$ cat config.mk
export PLATFORM = sky130hd
export DESIGN_NAME = i2c_slave_rx
export DESIGN_NICKNAME = d
export VERILOG_FILES = /design/src/rtl/i2c_slave_rx.sv
export SDC_FILE = /design/constraint.sdc
export NUM_CORES = 1
export LEC_CHECK = 0
export ABC_CLOCK_PERIOD_IN_PS = 2900
export CORE_UTILIZATION = 50
export CTS_BUF_LIST = sky130_fd_sc_hd__clkbuf_4
export DETAILED_ROUTE_END_ITERATION = 10
export GPL_TIMING_DRIVEN = 0
export PLACE_DENSITY = 0.7
export RECOVER_POWER = 50
export SETUP_SLACK_MARGIN = 0.15
export SKIP_CTS_REPAIR_TIMING = 1
export SLEW_MARGIN = 25
export SYNTH_ARGS = -nofsm -noshare
export SYNTH_HDL_FRONTEND = slang
export SYNTH_SLANG_ARGS = --single-unit
$ cat constraint.sdc
create_clock -name clk -period 2.9 [get_ports clk]
set_input_delay 0.58 -clock clk [delete_from_list [all_inputs] [get_ports clk]]
set_output_delay 0.58 -clock clk [all_outputs]
set_load 0.01 [all_outputs]
$ cat src/rtl/i2c_slave_rx.sv
// Write-only I2C slave receiver: address match, register pointer load,
// then one wr_valid pulse per received data byte with auto-incrementing pointer.
module i2c_slave_rx #(
    parameter logic [6:0] DEV_ADDR = 7'h50
) (
    input  logic       clk,
    input  logic       rst,
    input  logic       scl_in,
    input  logic       sda_in,
    output logic       sda_oe,
    output logic       wr_valid,
    output logic [7:0] wr_addr,
    output logic [7:0] wr_data,
    output logic       busy
);

    typedef enum logic [2:0] {
        ST_IDLE, ST_DEV_ADDR, ST_DEV_ACK, ST_REG_ADDR,
        ST_REG_ACK, ST_DATA, ST_DATA_ACK, ST_IGNORE
    } state_t;

    state_t      state, state_n;
    logic        scl_s1, scl_s2, scl_d;
    logic        sda_s1, sda_s2, sda_d;
    logic [3:0]  bit_cnt, bit_cnt_n;
    logic [7:0]  shift, shift_n;
    logic [7:0]  ptr, ptr_n;
    logic        sda_oe_n, wr_valid_n, busy_n;
    logic [7:0]  wr_addr_n, wr_data_n;
    logic [7:0]  byte_in;
    logic        scl_rise, scl_fall, scl_high, start_det, stop_det;

    always_ff @(posedge clk) begin
        if (rst) begin
            {scl_s1, scl_s2, scl_d} <= '1;
            {sda_s1, sda_s2, sda_d} <= '1;
        end else begin
            scl_s1 <= scl_in;
            scl_s2 <= scl_s1;
            scl_d  <= scl_s2;
            sda_s1 <= sda_in;
            sda_s2 <= sda_s1;
            sda_d  <= sda_s2;
        end
    end

    assign scl_rise  = scl_s2 & ~scl_d;
    assign scl_fall  = ~scl_s2 & scl_d;
    // Both SCL samples high so an SDA edge racing an SCL edge is not a condition.
    assign scl_high  = scl_s2 & scl_d;
    assign start_det = scl_high & sda_d & ~sda_s2;
    assign stop_det  = scl_high & ~sda_d & sda_s2;
    assign byte_in   = {shift[6:0], sda_s2};

    always_ff @(posedge clk) begin
        if (rst) begin
            state    <= ST_IDLE;
            bit_cnt  <= '0;
            shift    <= '0;
            ptr      <= '0;
            sda_oe   <= 1'b0;
            wr_valid <= 1'b0;
            wr_addr  <= '0;
            wr_data  <= '0;
            busy     <= 1'b0;
        end else begin
            state    <= state_n;
            bit_cnt  <= bit_cnt_n;
            shift    <= shift_n;
            ptr      <= ptr_n;
            sda_oe   <= sda_oe_n;
            wr_valid <= wr_valid_n;
            wr_addr  <= wr_addr_n;
            wr_data  <= wr_data_n;
            busy     <= busy_n;
        end
    end

    always_comb begin
        state_n    = state;
        bit_cnt_n  = bit_cnt;
        shift_n    = shift;
        ptr_n      = ptr;
        sda_oe_n   = sda_oe;
        wr_valid_n = 1'b0;
        wr_addr_n  = wr_addr;
        wr_data_n  = wr_data;
        busy_n     = busy;
        if (stop_det) begin
            state_n   = ST_IDLE;
            bit_cnt_n = '0;
            sda_oe_n  = 1'b0;
            busy_n    = 1'b0;
        end else if (start_det) begin
            state_n   = ST_DEV_ADDR;
            bit_cnt_n = '0;
            shift_n   = '0;
            sda_oe_n  = 1'b0;
            busy_n    = 1'b0;
        end else begin
            case (state)
                ST_DEV_ADDR, ST_REG_ADDR, ST_DATA: begin
                    if (scl_rise) begin
                        shift_n   = byte_in;
                        bit_cnt_n = bit_cnt + 4'd1;
                        if (bit_cnt == 4'd7) begin
                            case (state)
                                ST_DEV_ADDR: begin
                                    if (byte_in[7:1] == DEV_ADDR && !byte_in[0]) begin
                                        state_n = ST_DEV_ACK;
                                        busy_n  = 1'b1;
                                    end else begin
                                        state_n = ST_IGNORE;
                                    end
                                end
                                ST_REG_ADDR: begin
                                    ptr_n   = byte_in;
                                    state_n = ST_REG_ACK;
                                end
                                default: begin
                                    wr_valid_n = 1'b1;
                                    wr_addr_n  = ptr;
                                    wr_data_n  = byte_in;
                                    ptr_n      = ptr + 8'd1;
                                    state_n    = ST_DATA_ACK;
                                end
                            endcase
                        end
                    end
                end
                // First SCL fall (end of bit 8) drives ACK, second fall releases and advances.
                ST_DEV_ACK, ST_REG_ACK, ST_DATA_ACK: begin
                    if (scl_fall) begin
                        if (!sda_oe) begin
                            sda_oe_n = 1'b1;
                        end else begin
                            sda_oe_n  = 1'b0;
                            bit_cnt_n = '0;
                            state_n   = (state == ST_DEV_ACK) ? ST_REG_ADDR : ST_DATA;
                        end
                    end
                end
                default: begin
                    sda_oe_n = 1'b0;
                end
            endcase
        end
    end

endmodule
run_1/wires.png
The bar under the picture is 20 µm long. Only two layers are drawn.
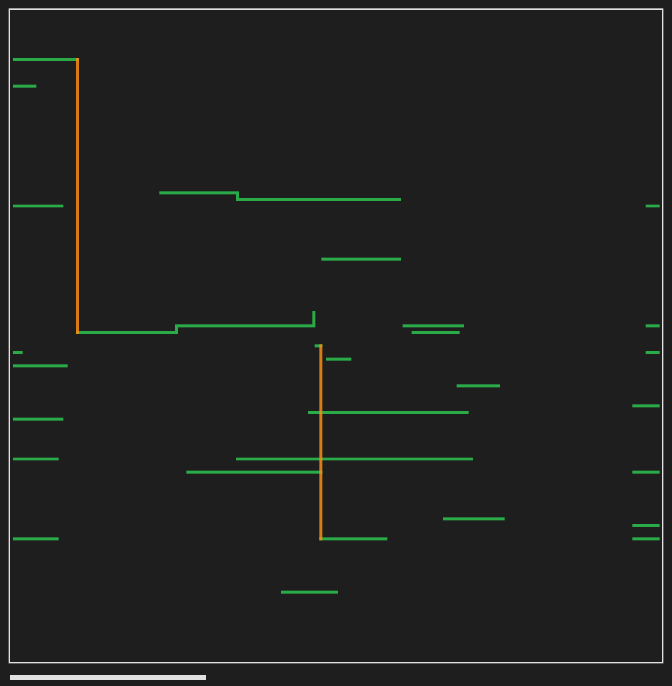
layer	colour	wire length
metal 4	orange	47.6 µm
metal 3	green	194 µm

run_1/detail.png
The bar under the picture is 5 µm long. Window x 40 to 60, y 40 to 60 µm. Cells in grey, sequential cells in the stronger grey; small squares are vias.
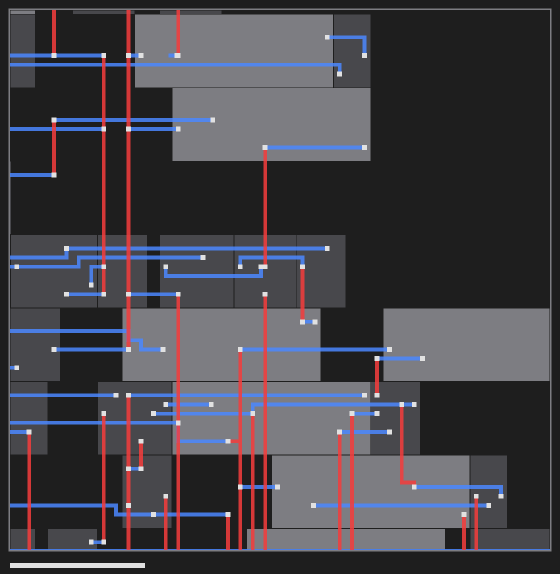
layer	colour
metal 1	blue
metal 2	red
sequential cells in the window	6
netlist names of flops here include	state (2)
cells with their middle in the window	18
most frequent	dfxtp_1 (6), buf_2 (2), clkbuf_4 (2)

run_1/layer_met1.png
The bar under the picture is 20 µm long. Cells faint in the background.
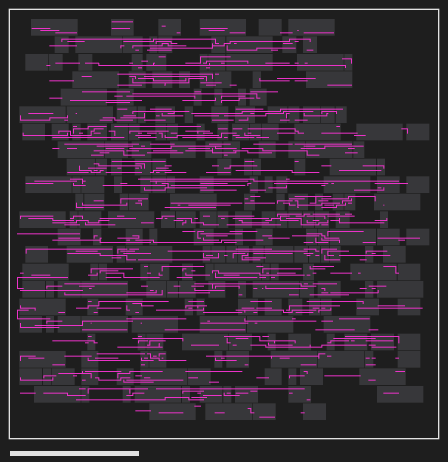
wire length on this layer	2180 µm
longest straight run	38.4 µm
nets with wire on the layer	232
share of all routed wire	51%
main direction	horizontal
GR Util met1: 0.299
DR vias: 1675

==> notes.md, run 1 <==
fresh numbers from the pnr run: status completed, Logic pwr share 0.035, core area between 0.004 and 0.005 mm², final setup vio count 0, die height 66.6 µm, n_taps around 50, clock sink count roughly 47, clock buf count 7, Clk pin slew, worst setup/hold paths ~0.13 ns, Top cells excl fill/tap dfxtp_1, nor2_1, clkdlybuf4s50_1, Final Max Slew Viols 0, clk ins delay skew pair roughly 0.36 ns, # IOs 23, yosys cell count between 200 and 250, max cap viols 0, endpoint class of the critical path flip-flop, crit path DAT ~2.5 ns, post-route setup TNS 0 ns, number of non-clock buffers in the layout 34, number of synthesized flops with an enable pin 0, Clock Power Share 0.313, Setup Skew 0.00659 ns, RSZ-0062 raised after global routing false, die area roughly 0.0044 mm², routed wl met3 just under 200 µm, RePlAce Congestion about 0.8, Finished Core Util 0.594, Synth top area share 0.451, worst min-delay path class flip-flop to flip-flop, wirelength, routed 4.32 mm, number of global-route vias before repair around 1500, syn nets 228, crit-path cells ha_1 -> nand3b_1 -> nor4_1 -> o21ai_0 -> a21oi_1, number of sequential cells roughly 47, GRT Util Overall 0.219, hold endpoint scl_s2, initial antenna violation count 0, placed cell count just under 300, # rows 23, register area 941 µm², vias per cell ~5.5, Met2 Wirelength roughly 1.9 mm
run_1/metal_density.png
13 x 13 tiles, from white (low) to dark blue (high), scaled to the fullest tile. Values are wire area over tile area, all layers added.
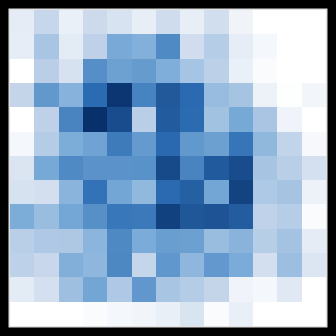

==> run 1 -> run 2 <==
Settings changed: ABC_CLOCK_PERIOD_IN_PS 2900 to 2200.
Clock period 2.9 ns to 2.2 ns, I/O delays scaled along.
run_2/metal_density.png
13 x 13 tiles, from white (low) to dark blue (high), scaled to the fullest tile. Values are wire area over tile area, all layers added.
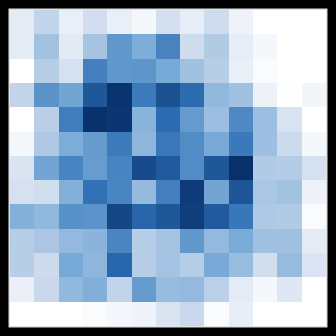
emptiest ninth of the die	north-east
fullest tile	0.40
densest ninth of the die	centre
nearly empty tiles	11%
tiles over half the peak	31%
mean over tiles	0.15
wirelength, routed: 4.29 mm
DR vias: 1669

run_2/detail.png
The bar under the picture is 5 µm long. Window x 40 to 60, y 40 to 60 µm. Cells in grey, sequential cells in the stronger grey; small squares are vias.
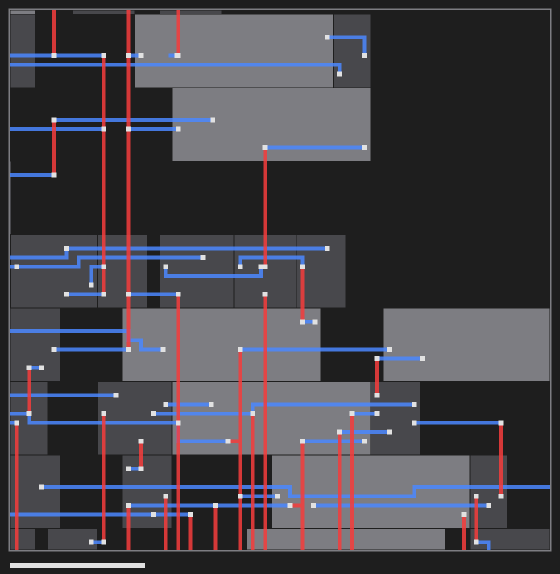
layer	colour
metal 2	red
metal 1	blue
netlist names of flops here include	state (2)
cells with their middle in the window	18
most frequent	dfxtp_1 (6), buf_2 (2), clkbuf_4 (2)
sequential cells in the window	6

==> notes.md, run 2 <==
fresh numbers from the pnr run: number of synthesized flops with an enable pin 0, core area 0.00400 mm², Clock Path Buffers 2, initial antenna violation count 0, clk ins delay skew pair between 0.3 and 0.4 ns, # rows 23, sequential power share 0.653, placed cell count 294, Top cells excl fill/tap dfxtp_1, nor2_1, mux2i_1, number of global-route vias before repair 1450, crit-path cells clkbuf_1 -> and3b_1 -> nand4_1 -> o21ai_0 -> a21oi_1, clock buf count 7, largest net degree at the start of global routing 14, Synth top area share 0.451, Setup Skew just under 0.004 ns, final setup vio count 0, min-delay src scl_s1, routed wl met3 roughly 160 µm, die height 66.6 µm, syn nets ~230, # IOs 23, die area roughly 0.0044 mm², register area ~940 µm², Met2 Wirelength 1.92 mm, Clock Power Share 0.312, worst min-delay path class flip-flop to flip-flop, endpoint class of the critical path flip-flop, Final Max Slew Viols 0, Clk pin slew, worst setup/hold paths 0.13 ns, Finished Core Util 0.600, post-route setup TNS 0 ns, number of non-clock buffers in the layout 34, CP endpoint ptr[3], yosys cell count 222, GR Util met1 0.299, highest layer used for signal routing met4, GRT Util Overall 0.219, n_taps approximately 50, Logic pwr share 0.035, Fmax ~530 MHz, status completed, max cap viols 0
No activity file was given, so power comes from the tool's default toggle rates.
